### src/rtl/row_scan_pkg.sv
// Shared constants and state encoding for the LED matrix row scanner.
package row_scan_pkg;

    localparam int ROWS  = 32;
    localparam int COLS  = 32;
    localparam int ROW_W = 5;

    typedef enum logic [2:0] {
        IDLE    = 3'd0,
        LOAD    = 3'd1,
        SHIFT   = 3'd2,
        LATCH   = 3'd3,
        DISPLAY = 3'd4
    } scan_state_t;

endpackage

### src/rtl/row_scan_driver_bit_serializer.sv
// Shifts one row word out MSB first; sClk is low then high for CLK_DIV cycles per bit.
module bit_serializer
    import row_scan_pkg::*;
#(
    parameter int CLK_DIV = 2
) (
    input  logic            clk,
    input  logic            rst,
    input  logic            start,
    input  logic [COLS-1:0] word,
    output logic            sData,
    output logic            sClk,
    output logic            done
);

    localparam int PW = (CLK_DIV > 1) ? $clog2(CLK_DIV) : 1;
    localparam logic [PW-1:0]    PHASE_LAST = PW'(CLK_DIV - 1);
    localparam logic [ROW_W-1:0] BIT_LAST   = ROW_W'(COLS - 1);

    logic [COLS-1:0]  shreg;
    logic [PW-1:0]    phase;
    logic [ROW_W-1:0] bit_cnt;
    logic             busy;
    logic             sclk_q;

    // Combinational so the parent leaves SHIFT on the same edge sClk falls for bit 0.
    assign done  = busy & sclk_q & (phase == '0) & (bit_cnt == BIT_LAST);
    assign sData = shreg[COLS-1];
    assign sClk  = sclk_q;

    always_ff @(posedge clk) begin
        if (rst) begin
            shreg   <= '0;
            phase   <= '0;
            bit_cnt <= '0;
            busy    <= 1'b0;
            sclk_q  <= 1'b0;
        end else if (start) begin
            shreg   <= word;
            phase   <= PHASE_LAST;
            bit_cnt <= '0;
            busy    <= 1'b1;
            sclk_q  <= 1'b0;
        end else if (busy) begin
            if (phase == '0) begin
                phase <= PHASE_LAST;
                if (!sclk_q) begin
                    sclk_q <= 1'b1;
                end else begin
                    sclk_q  <= 1'b0;
                    shreg   <= {shreg[COLS-2:0], 1'b0};
                    bit_cnt <= bit_cnt + ROW_W'(1);
                    if (bit_cnt == BIT_LAST) begin
                        busy <= 1'b0;
                    end
                end
            end else begin
                phase <= phase - PW'(1);
            end
        end
    end

endmodule

### src/rtl/row_scan_driver.sv
// Scans the 32x32 image ROM row by row into a shift-register LED matrix driver.
//
// state   | meaning
// IDLE    | blanked, waiting for en; restarts at row 0
// LOAD    | addRom valid, row word captured into serializer
// SHIFT   | 32 bits clocked out on sData/sClk
// LATCH   | sLatch strobe, rowSel updated
// DISPLAY | oeN low for DWELL cycles, then next row
module row_scan_driver
    import row_scan_pkg::*;
#(
    parameter int CLK_DIV = 2,
    parameter int DWELL   = 256
) (
    input  logic             clk,
    input  logic             rst,
    input  logic             en,
    output logic [ROW_W-1:0] addRom,
    input  logic [COLS-1:0]  dataRom,
    output logic             sData,
    output logic             sClk,
    output logic             sLatch,
    output logic             oeN,
    output logic [ROW_W-1:0] rowSel,
    output logic             frameStart
);

    localparam int DW = (DWELL > 1) ? $clog2(DWELL) : 1;
    localparam logic [DW-1:0]    DWELL_LAST = DW'(DWELL - 1);
    localparam logic [ROW_W-1:0] ROW_LAST   = ROW_W'(ROWS - 1);

    scan_state_t      state;
    logic [ROW_W-1:0] row;
    logic [DW-1:0]    dwell;
    logic             ser_start;
    logic             ser_done;

    assign ser_start = (state == LOAD);

    bit_serializer #(
        .CLK_DIV (CLK_DIV)
    ) u_ser (
        .clk   (clk),
        .rst   (rst),
        .start (ser_start),
        .word  (dataRom),
        .sData (sData),
        .sClk  (sClk),
        .done  (ser_done)
    );

    // Outputs are set from the transition taken, so each one is a flop rather than a state decode.
    always_ff @(posedge clk) begin
        if (rst) begin
            state      <= IDLE;
            row        <= '0;
            dwell      <= '0;
            addRom     <= '0;
            rowSel     <= '0;
            sLatch     <= 1'b0;
            oeN        <= 1'b1;
            frameStart <= 1'b0;
        end else begin
            sLatch     <= 1'b0;
            frameStart <= 1'b0;
            case (state)
                IDLE: begin
                    oeN <= 1'b1;
                    if (en) begin
                        state      <= LOAD;
                        row        <= '0;
                        addRom     <= '0;
                        frameStart <= 1'b1;
                    end
                end
                LOAD: begin
                    state <= SHIFT;
                end
                SHIFT: begin
                    if (ser_done) begin
                        state  <= LATCH;
                        sLatch <= 1'b1;
                    end
                end
                LATCH: begin
                    rowSel <= row;
                    dwell  <= DWELL_LAST;
                    oeN    <= 1'b0;
                    state  <= DISPLAY;
                end
                DISPLAY: begin
                    if (dwell == '0) begin
                        oeN    <= 1'b1;
                        row    <= row + ROW_W'(1);
                        addRom <= row + ROW_W'(1);
                        if (en) begin
                            state      <= LOAD;
                            frameStart <= (row == ROW_LAST);
                        end else begin
                            state <= IDLE;
                        end
                    end else begin
                        dwell <= dwell - DW'(1);
                    end
                end
                default: begin
                    state <= IDLE;
                end
            endcase
        end
    end

endmodule

### config.mk
export PLATFORM = sky130hd
export DESIGN_NAME = row_scan_driver
export DESIGN_NICKNAME = d
export VERILOG_FILES = /design/src/rtl/row_scan_pkg.sv /design/src/rtl/row_scan_driver_bit_serializer.sv /design/src/rtl/row_scan_driver.sv
export SDC_FILE = /design/constraint.sdc
export NUM_CORES = 1
export LEC_CHECK = 0
export ABC_AREA = 0
export CORE_MARGIN = 10
export CORE_UTILIZATION = 40
export DETAILED_ROUTE_END_ITERATION = 12
export PLACE_DENSITY_LB_ADDON = 0.1
export SETUP_SLACK_MARGIN = 0.05
export SKIP_LAST_GASP = 1
export SLEW_MARGIN = 20
export SYNTH_ARGS = -nofsm -noshare
export SYNTH_HDL_FRONTEND = slang
export SYNTH_SLANG_ARGS = --single-unit
### constraint.sdc
create_clock -name clk -period 1.58 [get_ports clk]
set_clock_uncertainty 0.2 [all_clocks]
set_input_delay 0.158 -clock clk [delete_from_list [all_inputs] [get_ports clk]]
set_output_delay 0.158 -clock clk [all_outputs]
set_load 0.005 [all_outputs]
Figure 1. Metal 3 (run 1).
Drawn at 4 px/micron.
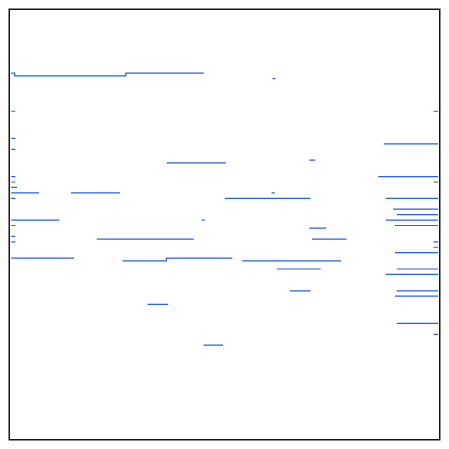
- longest straight run: 27.8 microns
- main direction: horizontal
- nets with wire on the layer: 40
- wire length on this layer: 406 microns
- share of all routed wire: 4.6%

Figure 2. Logic cells by family (run 1).
Drawn at 3 px/micron.
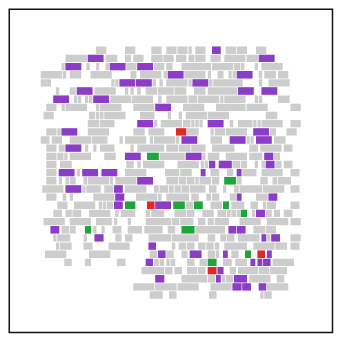
- red: AND-OR and OR-AND gates (cells 4)
- green: AND and OR gates (cells 11)
- purple: inverting AOI/OAI gates (cells 67)
most common cell after layout, fill and taps aside: sky130_fd_sc_hd__nand2_1
multi-input logic portion of the cell area: 0.414
number of cells in the finished layout apart from fillers: 551

==> reports/highlights.md, run 1 <==
- 2 — Hold Path Depth
- 1 — buffers plus inverters on the worst setup path
- 0.442 — share of post-route cells with drive strength above 1
- 510 — # placed instances
- 0.108 ns — Post-Route Hold Slack
- 37 — maximum number of pins on one net before global-route repair
- 5.17 — Vias per Instance
- 0.49 ns — worst stage delay on the critical path
- 1.75 ns — clock period minus final worst setup slack
- sky130_fd_sc_hd__dfxtp_1 42%, sky130_fd_sc_hd__a311oi_2 14%, sky130_fd_sc_hd__nand2_1 10%, sky130_fd_sc_hd__nor2_1 4.9%, sky130_fd_sc_hd__a21oi_1 3.0% — biggest area cells
- 2849 — via total after detailed routing
- 29 — Final Setup Violations
- 0 — count of inserted antenna diode cells
- 3 — CTS H-Tree Depth
- 0 — max-cap violations
- 64 — flops & latches, synth
- 563 — number of inserted filler cells in the final layout
- 50 — top-level I/O count
- 4 — first-pass iteration count of the detailed router
- 107 microns — die y size
- 0.0491 — met3 Usage GRT
- 489 — final layout net count
- met2 — global-route layer with the greatest usage
- 0 — number of enable flip-flop cells
- 9 — Num CTS Buffers
- 0.421 — share of the yosys chip area belonging to registers
- 0 — total count of max-transition violations in the final report
- 107 microns — Die Width
- -0.166 ns — final critical-path setup slack
- reg2reg — Worst Setup Path Type
- 0 — number of remaining DRC errors
- 5.08 mm — detailed placement HPWL
- 0.575 ns — actual transition at the worst max-transition pin
- complete, but fails checks — run status
- state[0]$_SDFFE_PP0P_ — start point of the critical path
- 2 — maximum number of buffers from clock root to sink
- 58.7% — area growth from synthesis to layout
- 2863 — via count of the first global-routing pass
- 16.1 microns — Avg WL per Cell
- sky130_fd_sc_hd__dfxtp_1 — Dominant flop cell
- row[3]$_SDFFE_PP0P_ — Crit Reg-Reg Endpoint
- -0.17 ns — register-to-register path setup slack
- true — setup repair after global routing missed its margin
- 1.66 ns — critical path data required time
- 14.2 mm — first-pass GRT wire length
- negative setup slack — violated checks
- sky130_fd_sc_hd__or4_4 — worst-path cell with the longest stage delay
- 347 — number of cells in the yosys synthesis report
- 573 MHz — highest attainable clock frequency
- 31 — row count
- 46 — count of different cell masters after synthesis
- yes — clock tree from TritonCTS
- simple AND/OR/NAND/NOR gates — cell family with most CP delay
- 5 — crit-path max FO
- 0.421 — share of the synthesized area in the top cell type
- 0.00733 sq mm — area of the placeable core
- 0.152 — total global routing track utilization
- 49 — Port Buf Inserts
- -1.09 ns — setup total negative slack
- 0.198 — global-route track usage on met1
- 29 — number of warnings the tools reported
- 0 — hold_buf cts
- 0.06 ns — clock-pin transition on the worst setup and hold timing paths
- 64 — number of sinks driven by the clock tree
- sky130_fd_sc_hd__clkbuf_8 — Root Buffer Master
- 0 — FFs w/ async S/R, synth
- 0.0115 sq mm — area of the die
- 0.00305 sq mm — summed standard-cell area reported by yosys
Figure 3. Cells by drive strength (run 1).
Drawn at 3 px/micron.
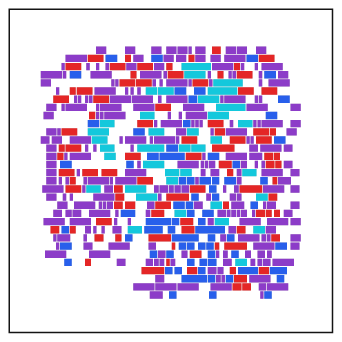
- purple: drive 1 or less (cells 252)
- red: drive 2 (cells 90)
- cyan: drive 6 and up (cells 37)
- blue: drive 3 to 4 (cells 73)

## run 1: cells in the mapped netlist (all sizes together), types with 3 or more instances
cell type  count
a211oi         6
a21oi         18
a311oi        32
buf           11
clkbuf        15
dfxtp         64
ha             5
inv            5
nand2         86
nand2b         4
nand3          6
nand4          3
nor2          40
nor3           9
o21ai          5
xnor2          4
xor2           3
## run 1: report_power, final
part / total [mW] / switching, mW / internal, mW
combinational: 0.817 / 0.371 / 0.446
sequential: 1.77 / 0.0636 / 1.71
clock: 1.19 / 0.597 / 0.595
total: 3.78 / 1.03 / 2.75
## run 1: logic make-up after synthesis
family,count (synthesis),synth area share
xor gates and xnor gates,7,0.0201
DFF,64,0.421
buffers and inverters,31,0.0526
AOI/OAI and AO/OA,71,0.229
adders and majority gates,5,0.0205
and+or+nand+nor,169,0.257
## run 1: layout make-up
| type | instances | area (sq um) | area share |
|---|---|---|---|
| multi-input combinational | 253 | 2000 | 0.414 |
| clock buffer | 13 | 149 | 0.0308 |
| clock inverter | 1 | 5.00 | 0.00104 |
| timing repair buffer | 116 | 1230 | 0.255 |
| tap | 99 | 124 | 0.0256 |
| sequential | 64 | 1300 | 0.268 |
| inverter | 5 | 23.8 | 0.00492 |
## run 1: repair_timing
item	4_1_cts	5_1_grt
setup buffers	14	11
cloned	11	1
resized	70	79
pin swaps	11	48
endpoints found under the setup margin	61	67
## run 1: how the worst max path moves through the flow
stage,to,slack (ns),depth (start not counted)
3_5_place_dp,row[3]$_SDFFE_PP0P_,-0.14,6
3_3_place_gp,row[3]$_SDFFE_PP0P_,-0.11,6
6_report,row[3]$_SDFFE_PP0P_,-0.17,5
2_1_floorplan,row[3]$_SDFFE_PP0P_,-0.1,6
5_1_grt,row[3]$_SDFFE_PP0P_,-0.20,6
4_1_cts,row[3]$_SDFFE_PP0P_,-0.14,6
## run 1: stage by stage
step | power, mW | area [sq um] | utilization
finish | 3.78 | 4830 | 0.659
global route | 3.96 | 4830 | 0.659
CTS | 3.80 | 4640 | 0.633
detailed placement | 2.37 | 3920 | 0.534
global placement | 2.36 | 3920 | 0.534
floorplan | 2.15 | 3100 | -
## run 1: metal layers
| layer | vias up | share of wire |
|---|---|---|
| met5 | - | 0 |
| met4 | 0 | 0.013 |
| met3 | 12 | 0.046 |
| met2 | 56 | 0.48 |
| met1 | 1344 | 0.46 |
| li1 | 1437 | - |
## run 1: flip-flops by register name, summed over array words and instances (netlist names)
register and flops:
rowSel 5, sLatch 1, u_ser.bit_cnt 5, frameStart 1, u_ser.busy 1, u_ser.phase 1
u_ser.sClk 1, row 5, dwell 8, oeN 1, state 3, u_ser.shreg 32
==> run 2, diff against run 1 <==
--- a/config.mk
+++ b/config.mk
@@ -10,6 +10,7 @@
 export CORE_UTILIZATION = 40
 export DETAILED_ROUTE_END_ITERATION = 12
 export PLACE_DENSITY_LB_ADDON = 0.1
+export REMOVE_ABC_BUFFERS = 1
 export SETUP_SLACK_MARGIN = 0.05
 export SKIP_LAST_GASP = 1
 export SLEW_MARGIN = 20
==> constraint.sdc (replaced) <==
create_clock -name clk -period 1.58 [get_ports clk]
set_clock_uncertainty 0.2 [all_clocks]
set_input_delay 0.158 -clock clk [delete_from_list [all_inputs] [get_ports clk]]
set_output_delay 0.158 -clock clk [all_outputs]
set_load 0.02 [all_outputs]
Figure 4. Metal 3 (run 2).
Drawn at 4 px/micron.
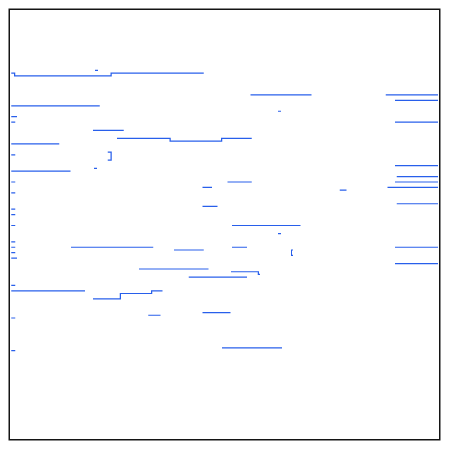
- wire length on this layer: 440 microns
- nets with wire on the layer: 40
- share of all routed wire: 5.0%
- longest straight run: 24.1 microns
- main direction: horizontal

Figure 5. Congestion heat map (run 2).
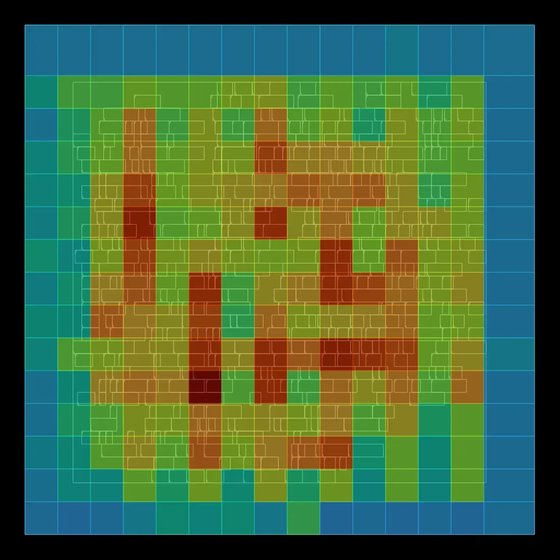
global-route layer with the greatest usage: met2
met3 Usage GRT: 0.0479
global-route track usage on met1: 0.157
end-of-flow core utilization: 0.642

==> run 2 against run 1 <==
Effect of this change:
- the flow still finishes with violations (negative setup slack)
- power is 1.6% higher
- global-route usage is 1.5 points lower
- wire length is 0.73% lower
- sequential cell count stayed put
- synthesized area stayed put
- via count is 0.98% higher
- critical path type unchanged
- largest cell class unchanged
==> reports/highlights.md, run 2 <==
- complete, but fails checks — run status
- negative setup slack — violated checks
- 13.0 mm — first-pass GRT wire length, -8.4%
- 0 — number of remaining DRC errors, unchanged
- 0 — Yosys warning count
- 27 — number of warnings the tools reported, -6.9%
- -0.201 ns — pre-CTS setup slack
- 0.34 ns — clock insertion delay at the later pin of the skew report
- sky130_fd_sc_hd__nand2_1 — top cell type by instance count after synthesis
- 0.198 — combinational group share of total power, -0.018
- u_ser.shreg — largest register by flop count
- 0 — number of enable flip-flop cells, unchanged
- 2877 — via total after detailed routing, +0.98%
- 0 — total count of max-transition violations in the final report, unchanged
- 1.81 ns — endpoint arrival time on the critical path
- met4 — uppermost signal routing layer after detailed routing
- 579 MHz — highest attainable clock frequency, +1.1%
- 0 — number of hold violations in the final report
- 489 — final layout net count, unchanged
- 440 microns — routed length on met3, +8.6%
- 1.03 mW — net switching component of the power, about the same
- 0.00733 sq mm — area of the placeable core, unchanged
- 0.722 — worst slew margin relative to its limit
- 816 mW/mm^2 — total power density per cell area
- 0.784 — routability cong.
- 0.00305 sq mm — summed standard-cell area reported by yosys, unchanged
- 2831 — via count of the first global-routing pass, -1.1%
- 0 — number of antenna violations at the first check in global routing
- 1.09 — share of the clock period used by the worst path after layout
- yes — clock tree from TritonCTS
- 0.136 — total global routing track utilization, -0.0154
- sky130_fd_sc_hd__dfxtp_1 — cell type contributing the most total cell area after synthesis
- 64 — flops & latches, synth, unchanged
- 0 — count of inserted antenna diode cells, unchanged
- 510 — # placed instances, unchanged
- 80 — Detailed Route Iter0 Violations
- 3.84 mW — total power, +1.6%
- -0.147 ns — final critical-path setup slack, +0.0184 ns
- 50 — top-level I/O count, unchanged
- 34 — Final Setup Violations, +17%
- 15.9 microns — Avg WL per Cell, -1.1%
- 0 — max-cap violations, unchanged
- 0.341 — clock share of power, +0.026
- 5 — first-pass iteration count of the detailed router, +1
- 8.78 sq um — Mapped Avg Cell Area
- 64 — number of sinks driven by the clock tree, unchanged
- 347 — synthesized instance count
- 1.76 nW — total leakage power
- flip-flop — crit start category
- 36 — maximum number of pins on one net before global-route repair, -2.7%
- 0 — aggregate global routing overflow
- 8.81 mm — total wire length after detailed routing
- 54.5% — area growth from synthesis to layout
- 347 — number of cells in the yosys synthesis report, unchanged
- 2.81 mW — cell-internal power, +2.2%
- 1.73 ns — clock period minus final worst setup slack, -0.0184 ns
- 3 — CTS H-Tree Depth, unchanged
- 0.0115 sq mm — area of the die, unchanged
- 0.414 — share of post-route cells with drive strength above 1, -0.0284
- 591 — number of inserted filler cells in the final layout, +5.0%
- 31 — row count, unchanged
- 78 x sky130_fd_sc_hd__nand2_1, 59 x sky130_fd_sc_hd__dfxtp_1, 41 x sky130_fd_sc_hd__buf_4 — highest-count cells in the layout ignoring fill and taps
- 4.44 mm — Met2 Routed Length, +3.2%
- 0.07 ns — clock-pin transition on the worst setup and hold timing paths, about the same
- 0 — FFs w/ async S/R, synth, unchanged
- flip-flop — CP Capture Type
- sky130_fd_sc_hd__nand2_1 — most common cell after layout, fill and taps aside
- 0.547 mV — Max VDD drop
- reg2reg — Worst Setup Path Type
- 0.415 — Core Density at Floorplan
- 49 — Port Buf Inserts, unchanged
- 9 — Num CTS Buffers, unchanged
- sky130_fd_sc_hd__dfxtp_1 — Dominant flop cell
- 0.00305 sq mm — post-synth design cell area
- 85 x sky130_fd_sc_hd__nand2_1, 64 x sky130_fd_sc_hd__dfxtp_1, 40 x sky130_fd_sc_hd__nor2_1, 28 x sky130_fd_sc_hd__a311oi_2, 18 x sky130_fd_sc_hd__a21oi_1 — commonest cells in the synthesized netlist
- 32 — flip-flop count of the largest register, all copies and words added, unchanged
- 0.00190 sq mm — footprint of the multi-input gates, -5.2%
- 107 microns — die y size, unchanged
- 0.461 — Seq pwr share, -0.007
- 0.00129 sq mm — sequential standard cell area, -0.29%
- 0.421 — share of the synthesized area in the top cell type, unchanged
- 3.78 mm — length of routed wiring on met1, -6.6%
- 5.20 — Vias per Instance, +0.62%
- 5.03 mm — detailed placement HPWL, -0.82%
- sky130_fd_sc_hd__clkbuf_8 — Root Buffer Master
- 0.421 — share of the yosys chip area belonging to registers, unchanged
- 4 — crit-path max FO, -1
- sky130_fd_sc_hd__dfxtp_1 42%, sky130_fd_sc_hd__a311oi_2 14%, sky130_fd_sc_hd__nand2_1 10%, sky130_fd_sc_hd__nor2_1 4.9%, sky130_fd_sc_hd__a21oi_1 3.0% — biggest area cells
- 0.269 — switching share of total power, -0.00424
- 107 microns — Die Width, unchanged
- u_ser.shreg: 32 flops, dwell: 8 flops — largest registers
- 0.417 ns — actual transition at the worst max-transition pin, -0.158 ns
- true — setup repair after global routing missed its margin
- 2 — maximum number of buffers from clock root to sink, unchanged
- 1.66 ns — critical path data required time, about the same
- 46 — count of different cell masters after synthesis, unchanged
Figure 6. Logic cells by family (run 2).
Drawn at 3 px/micron.
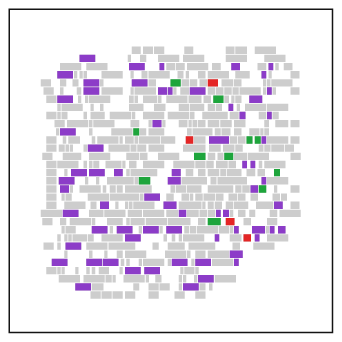
- red: AND-OR and OR-AND gates (cells 4)
- purple: inverting AOI/OAI gates (cells 67)
- green: AND and OR gates (cells 11)
number of cells in the finished layout apart from fillers: 553
multi-input logic portion of the cell area: 0.404

-- run 2: cell types whose count changed in the layout (fill, tap and decap cells not counted), sizes merged, moves of 2 or more --
cell | previous run | this run
buf | 67 | 64
dlygate4sd2 | 11 | 14
clkdlybuf4s50 | 35 | 33
clkbuf | 14 | 17
dlymetal6s2s | 2 | 0
-- run 2: critical path, cell delays in order (launching register included) --
cell and delay, ns:
sky130_fd_sc_hd__dfxtp_2 0.32, sky130_fd_sc_hd__inv_2 0.07, sky130_fd_sc_hd__ha_4 0.15, sky130_fd_sc_hd__and4bb_2 0.26, sky130_fd_sc_hd__nand2b_1 0.07, sky130_fd_sc_hd__or4_1 0.46, sky130_fd_sc_hd__a21oi_1 0.12
-- run 2: stage by stage --
stage          area [sq um]  hold WS (ns)  TNS [ns]
6_report               4700        0.0473     -1.52
5_1_grt                4700        0.0602     -3.77
4_1_cts                4240        0.0269    -0.324
3_5_place_dp           3870         0.247     -4.48
3_3_place_gp           3870         0.242     -3.49
2_1_floorplan          2900        0.0259    -45.44
-- run 2: path summary, 6_finish.rpt --
path	startpoint	end	slack (ns)	cells after the start
min reg2reg	rowSel[4]$_SDFFE_PP0P_	rowSel[4]$_SDFFE_PP0P_	0.25	2
max	dwell[0]$_SDFFE_PP0P_	row[3]$_SDFFE_PP0P_	-0.15	6
min	rst	dwell[7]$_SDFFE_PP0P_	0.05	2
max reg2reg	dwell[0]$_SDFFE_PP0P_	row[3]$_SDFFE_PP0P_	-0.15	6
-- run 2: logic make-up (layout without fill, tap and decap cells) --
logic type	Yosys count	after routing	share of synthesized area
adder cells (fa/ha/maj)	5	5	0.0205
buffers and inverters	31	137	0.0526
flip-flops	64	64	0.421
XOR/XNOR	7	7	0.0201
AND-OR/OR-AND	71	71	0.229
AND/OR/NAND/NOR	169	170	0.257
-- run 2: final cells by class --
cell class | instances | share of cell area
clock buffer | 13 | 0.0359
multi-input combinational | 253 | 0.404
sequential | 64 | 0.275
inverter | 5 | 0.00399
tap | 99 | 0.0263
clock inverter | 3 | 0.00319
timing repair buffer | 116 | 0.252
-- run 2: per-layer routing --
layer / vias up / track usage
li1: 1433 / -
met1: 1362 / 0.157
met2: 67 / 0.234
met3: 15 / 0.0479
met4: 0 / 0.0348
met5: - / 0
-- run 2: power groups by stage --
| stage | combinational, mW | clock (mW) | sequential (mW) |
|---|---|---|---|
| final | 0.759 | 1.31 | 1.77 |
| after global routing | 0.813 | 1.40 | 1.78 |
| after CTS | 0.610 | 1.34 | 1.77 |
| after detailed placement | 0.555 | 0 | 1.80 |
| after global placement | 0.549 | 0 | 1.80 |
| after floorplan | 0.280 | 0 | 1.80 |
-- run 2: timing repair --
action                                 in CTS  in global routing
gates cloned                                1                  7
buffers inserted                            7                 13
endpoints found under the hold margin       0                  0
setup endpoints to repair                  70                 60
pin swaps                                  22                 27
hold buffers                                0                  0
gates resized                              50                 70
==> run 3, diff against run 2 <==
--- a/config.mk
+++ b/config.mk
@@ -8,6 +8,8 @@
 export ABC_AREA = 0
 export CORE_MARGIN = 10
 export CORE_UTILIZATION = 40
+export CTS_BUF_LIST = sky130_fd_sc_hd__clkbuf_4
+export CTS_CLUSTER_DIAMETER = 200
 export DETAILED_ROUTE_END_ITERATION = 12
 export PLACE_DENSITY_LB_ADDON = 0.1
 export REMOVE_ABC_BUFFERS = 1
Figure 7. Cells by drive strength (run 3).
Drawn at 3 px/micron.
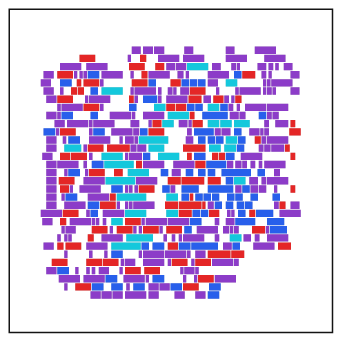
- red: drive 2 (cells 86)
- blue: drive 3 to 4 (cells 85)
- purple: drive 1 or less (cells 252)
- cyan: drive 6 and up (cells 30)
non-clock buffer total of the final layout: 116
area growth from synthesis to layout: 58.5%
Post-Layout Inst Area: 0.00483 sq mm
final critical-path setup slack: -0.123 ns

Figure 8. Metal 3 (run 3).
Drawn at 4 px/micron.
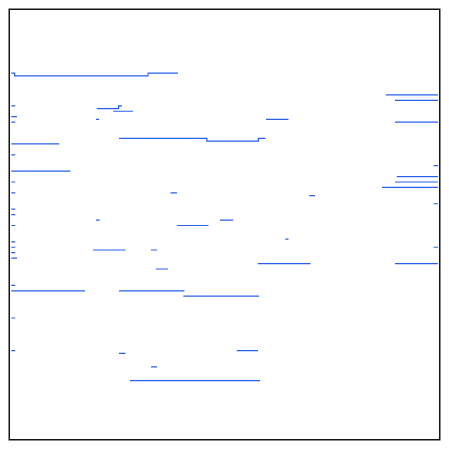
- nets with wire on the layer: 40
- main direction: horizontal

==> run 3 against run 2 <==
Effect of this change:
- the flow still finishes with violations (negative setup slack)
- wire length fell by 0.32%
- synthesized cell count stayed put
- utilization increased by 1.7 points
- first-iteration DRC count increased by 1.3%
- die area stayed put
- sequential share of layout area decreased by 0.72 points
- critical path type unchanged
- critical endpoint is now row[4]$_SDFFE_PP0P_
- highest routed layer unchanged
==> reports/highlights.md, run 3 <==
- 0.718 — worst slew margin relative to its limit, -0.00344
- 85 x sky130_fd_sc_hd__nand2_1, 64 x sky130_fd_sc_hd__dfxtp_1, 40 x sky130_fd_sc_hd__nor2_1, 28 x sky130_fd_sc_hd__a311oi_2, 18 x sky130_fd_sc_hd__a21oi_1 — commonest cells in the synthesized netlist
- 27 — number of warnings the tools reported, unchanged
- 0.502 — Seq pwr share, +0.041
- 0.423 ns — actual transition at the worst max-transition pin, +0.00516 ns
- sky130_fd_sc_hd__nand2_1 — top cell type by instance count after synthesis
- 36 — maximum number of pins on one net before global-route repair, unchanged
- 0.33 ns — worst stage delay on the critical path, -0.13 ns
- complete, but fails checks — run status
- 0 — number of antenna violations at the first check in global routing, unchanged
- 14.2 mm — first-pass GRT wire length, +8.8%
- 0.41 ns — clock insertion delay at the later pin of the skew report, +0.07 ns
- inv_2 -> ha_4 -> and4bb_2 -> buf_4 -> buf_6 -> nand4b_1 -> nand3_1 -> o21ai_0 — CP Cell Sequence
- sky130_fd_sc_hd__dfxtp_1 — Dominant flop cell
- 0 — total count of max-transition violations in the final report, unchanged
- 0 — antenna violation net count after detailed routing
- 0.00305 sq mm — summed standard-cell area reported by yosys, unchanged
- 1.08 — share of the clock period used by the worst path after layout, -0.0153
- -0.123 ns — final critical-path setup slack, +0.0242 ns
- 2 — maximum number of buffers from clock root to sink, unchanged
- sky130_fd_sc_hd__dfxtp_2 — worst-path cell with the longest stage delay
- 32 — flip-flop count of the largest register, all copies and words added, unchanged
- 347 — synthesized instance count, unchanged
- 0.00387 sq mm — placed standard-cell area, unchanged
- 81 — Detailed Route Iter0 Violations, +1.3%
- yes — clock tree from TritonCTS
- 80 x sky130_fd_sc_hd__nand2_1, 58 x sky130_fd_sc_hd__dfxtp_1, 37 x sky130_fd_sc_hd__buf_4 — highest-count cells in the layout ignoring fill and taps
- 0 — count of inserted antenna diode cells, unchanged
- 0.444 — share of post-route cells with drive strength above 1, +0.0296
- 0.240 — combinational group share of total power, +0.042
- 15.9 microns — Avg WL per Cell, -0.14%
- 9 — Num CTS Buffers, unchanged
- 1.68 ns — critical path data required time, +0.02 ns
- 64 — flops & latches, synth, unchanged
- 0.421 — share of the yosys chip area belonging to registers, unchanged
- 0 — aggregate global routing overflow, unchanged
- u_ser.shreg — largest register by flop count
- 579 — number of inserted filler cells in the final layout, -2.0%
- dataRom[0] — worst hold path startpoint
- 1.04 mW — net switching component of the power, +1.0%
- reg2reg — Worst Setup Path Type
- dwell[0]$_SDFFE_PP0P_ — start point of the critical path
- 3.52 mW — total power, -8.3%
- true — setup repair after global routing missed its margin
- 1.75 nW — total leakage power, -0.93%
- 0.0115 sq mm — area of the die, unchanged
- 0 — number of hold violations in the final report, unchanged
- 3013 — via count of the first global-routing pass, +6.4%
- 0.415 — Core Density at Floorplan, unchanged
- 0.296 — switching share of total power, +0.0275
- 0.00733 sq mm — area of the placeable core, unchanged
- 0 — Yosys warning count, unchanged
- 0 — FFs w/ async S/R, synth, unchanged
- 107 microns — Die Width, unchanged
- 51 — Final Setup Violations, +50%
- 0 — number of enable flip-flop cells, unchanged
- 729 mW/mm^2 — total power density per cell area, -11%
- 3 — CTS H-Tree Depth, unchanged
- in2reg — class of the tightest hold or removal check
- -0.12 ns — register-to-register path setup slack, +0.02 ns
- 1.70 ns — clock period minus final worst setup slack, -0.0242 ns
- 8.78 mm — total wire length after detailed routing, -0.32%
- 6 — first-pass iteration count of the detailed router, +1
- 347 — number of cells in the yosys synthesis report, unchanged
- sky130_fd_sc_hd__dfxtp_1 — cell type contributing the most total cell area after synthesis
- sky130_fd_sc_hd__nand2_1 — most common cell after layout, fill and taps aside
- sky130_fd_sc_hd__clkbuf_4 — Root Buffer Master
- 0.264 — met2 Track Usage GR, +0.0297
- 64 — number of sinks driven by the clock tree, unchanged
- 1.80 ns — endpoint arrival time on the critical path, about the same
- sky130_fd_sc_hd__dfxtp_1 42%, sky130_fd_sc_hd__a311oi_2 14%, sky130_fd_sc_hd__nand2_1 10%, sky130_fd_sc_hd__nor2_1 4.9%, sky130_fd_sc_hd__a21oi_1 3.0% — biggest area cells
- 2.48 mW — cell-internal power, -12%
- 0.421 — share of the synthesized area in the top cell type, unchanged
- 0.784 — routability cong., unchanged
- 31 — row count, unchanged
- 0 — max-cap violations, unchanged
- 8.78 sq um — Mapped Avg Cell Area, unchanged
- 0.546 mV — Max VDD drop, -0.20%
- flip-flop — crit start category
- 50 — top-level I/O count, unchanged
- u_ser.shreg: 32 flops, dwell: 8 flops — largest registers
- flip-flop — CP Capture Type
- 0.00305 sq mm — post-synth design cell area, unchanged
- 488 — final layout net count, -0.20%
- 0.258 — clock share of power, -0.083
- 0.11 ns — clock-pin transition on the worst setup and hold timing paths, +0.04 ns
- 0 — number of remaining DRC errors, unchanged
- 5.22 — Vias per Instance, +0.36%
- dwell[0]$_SDFFE_PP0P_ — reg2reg start
- 4 — crit-path max FO, unchanged
- 2882 — via total after detailed routing, +0.17%
- 107 microns — die y size, unchanged
- met2 — global-route layer with the greatest usage
- 5.03 mm — detailed placement HPWL, unchanged
- 587 MHz — highest attainable clock frequency, +1.4%
- 46 — count of different cell masters after synthesis, unchanged
- negative setup slack — violated checks
- 49 — Port Buf Inserts, unchanged
Figure 9. Congestion heat map (run 3).
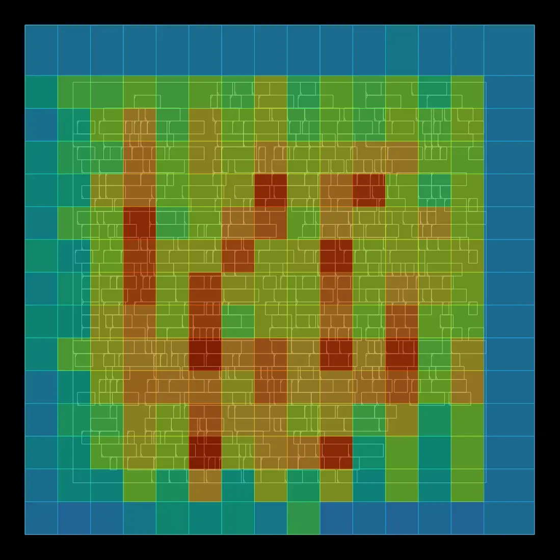
met3 Usage GRT: 0.0437
end-of-flow core utilization: 0.658
total global routing track utilization: 0.150
global-route track usage on met1: 0.170

[run 3: cell count changes in the layout (fill, tap and decap cells not counted), moves of 4 or more]
cell,change
sky130_fd_sc_hd__nor2_2,-12
sky130_fd_sc_hd__dlygate4sd2_1,-5
sky130_fd_sc_hd__nor2_1,-9
sky130_fd_sc_hd__clkbuf_2,+4
sky130_fd_sc_hd__buf_4,-4
sky130_fd_sc_hd__clkbuf_8,-12
sky130_fd_sc_hd__clkbuf_4,+10
sky130_fd_sc_hd__buf_16,+4
sky130_fd_sc_hd__nor2_4,+21
[run 3: through the flow]
step | hold WS [ns] | utilization | setup WS, ns | setup TNS, ns | instances
finish | 0.157 | 0.658 | -0.123 | -2.13 | 552
global route | 0.137 | 0.658 | -0.221 | -4.90 | 552
CTS | 0.108 | 0.620 | -0.103 | -1.00 | 547
detailed placement | 0.247 | 0.528 | -0.201 | -4.48 | 510
global placement | 0.242 | 0.528 | -0.144 | -3.49 | 510
floorplan | 0.0259 | - | -1.24 | -45.44 | 321
[run 3: path summary, 6_finish.rpt]
| kind | endpoint | cells past startpoint |
|---|---|---|
| hold / removal | u_ser.shreg[0]$_SDFFE_PP0P_ | 3 |
| hold reg to reg | rowSel[4]$_SDFFE_PP0P_ | 2 |
| setup reg to reg | row[4]$_SDFFE_PP0P_ | 8 |
| setup / recovery | row[4]$_SDFFE_PP0P_ | 8 |
[run 3: logic make-up (layout without fill, tap and decap cells)]
family / count (synthesis) / after routing / share of synthesized area
buffers and inverters: 31 / 137 / 0.0526
AND/OR/NAND/NOR: 169 / 169 / 0.257
XOR/XNOR: 7 / 7 / 0.0201
flip-flops: 64 / 64 / 0.421
AND-OR/OR-AND: 71 / 71 / 0.229
adder cells (fa/ha/maj): 5 / 5 / 0.0205
[run 3: layer usage]
metal,share of wire,wire length [microns]
met1,0.42,3730
met2,0.52,4540
met3,0.040,347
met4,0.019,167
met5,0,0
[run 3: layout make-up]
class | count | area (sq um) | share of cell area
multi-input cells | 252 | 2040 | 0.424
well taps | 99 | 124 | 0.0257
clock buffers | 10 | 75.1 | 0.0156
repair buffers | 116 | 1230 | 0.256
inverters | 5 | 31.3 | 0.00648
flip-flops and latches | 64 | 1290 | 0.268
clock inverters | 6 | 26.3 | 0.00544
[run 3: worst max-delay path: cells and delay by family (launching register included)]
family / cells / cell delay (ns)
buf+inv: 3 / 0.27
compound gates: 1 / 0.08
simple gates: 3 / 0.58
fa+ha+maj: 1 / 0.15
flops: 1 / 0.33
[run 3: power by group through the flow]
| stage | combinational, mW | clock, mW | sequential [mW] |
|---|---|---|---|
| 6_report | 0.845 | 0.906 | 1.77 |
| 5_1_grt | 0.903 | 1.01 | 1.78 |
| 4_1_cts | 0.762 | 0.927 | 1.76 |
| 3_5_place_dp | 0.555 | 0 | 1.80 |
| 3_3_place_gp | 0.549 | 0 | 1.80 |
| 2_1_floorplan | 0.280 | 0 | 1.80 |
[run 3: what timing repair did]
item                                    CTS  global route
pin swaps                                27            20
endpoints found under the setup margin   70            68
gates resized                           101            74
cloned                                    6             1
hold buffers                              1             0
endpoints found under the hold margin     6             0
setup buffers                            14             7

==> layout pictures side by side <==
Cell classes on the final placement.
Drawn at 3 px/micron. Fill, decap, tap and diode cells in grey.
panel A
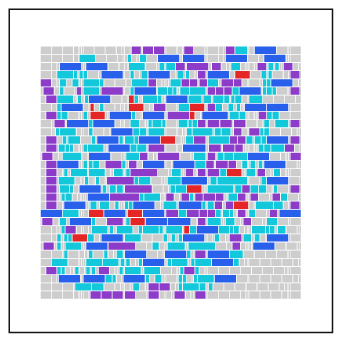
panel B
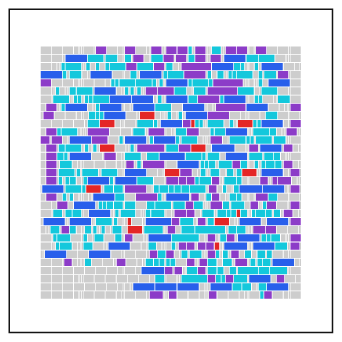
panel B -> run 1
panel A -> run 2

Key to panel B:
- cyan: all other logic (cells 258; share of their area 43%)
- red: clock drivers and dummy loads (cells 14; share of their area 3.3%)
- blue: flip-flops (cells 64; share of their area 28%)
- purple: other buffers and delay cells (cells 116; share of their area 26%)

Power and IR drop assume default switching activity.
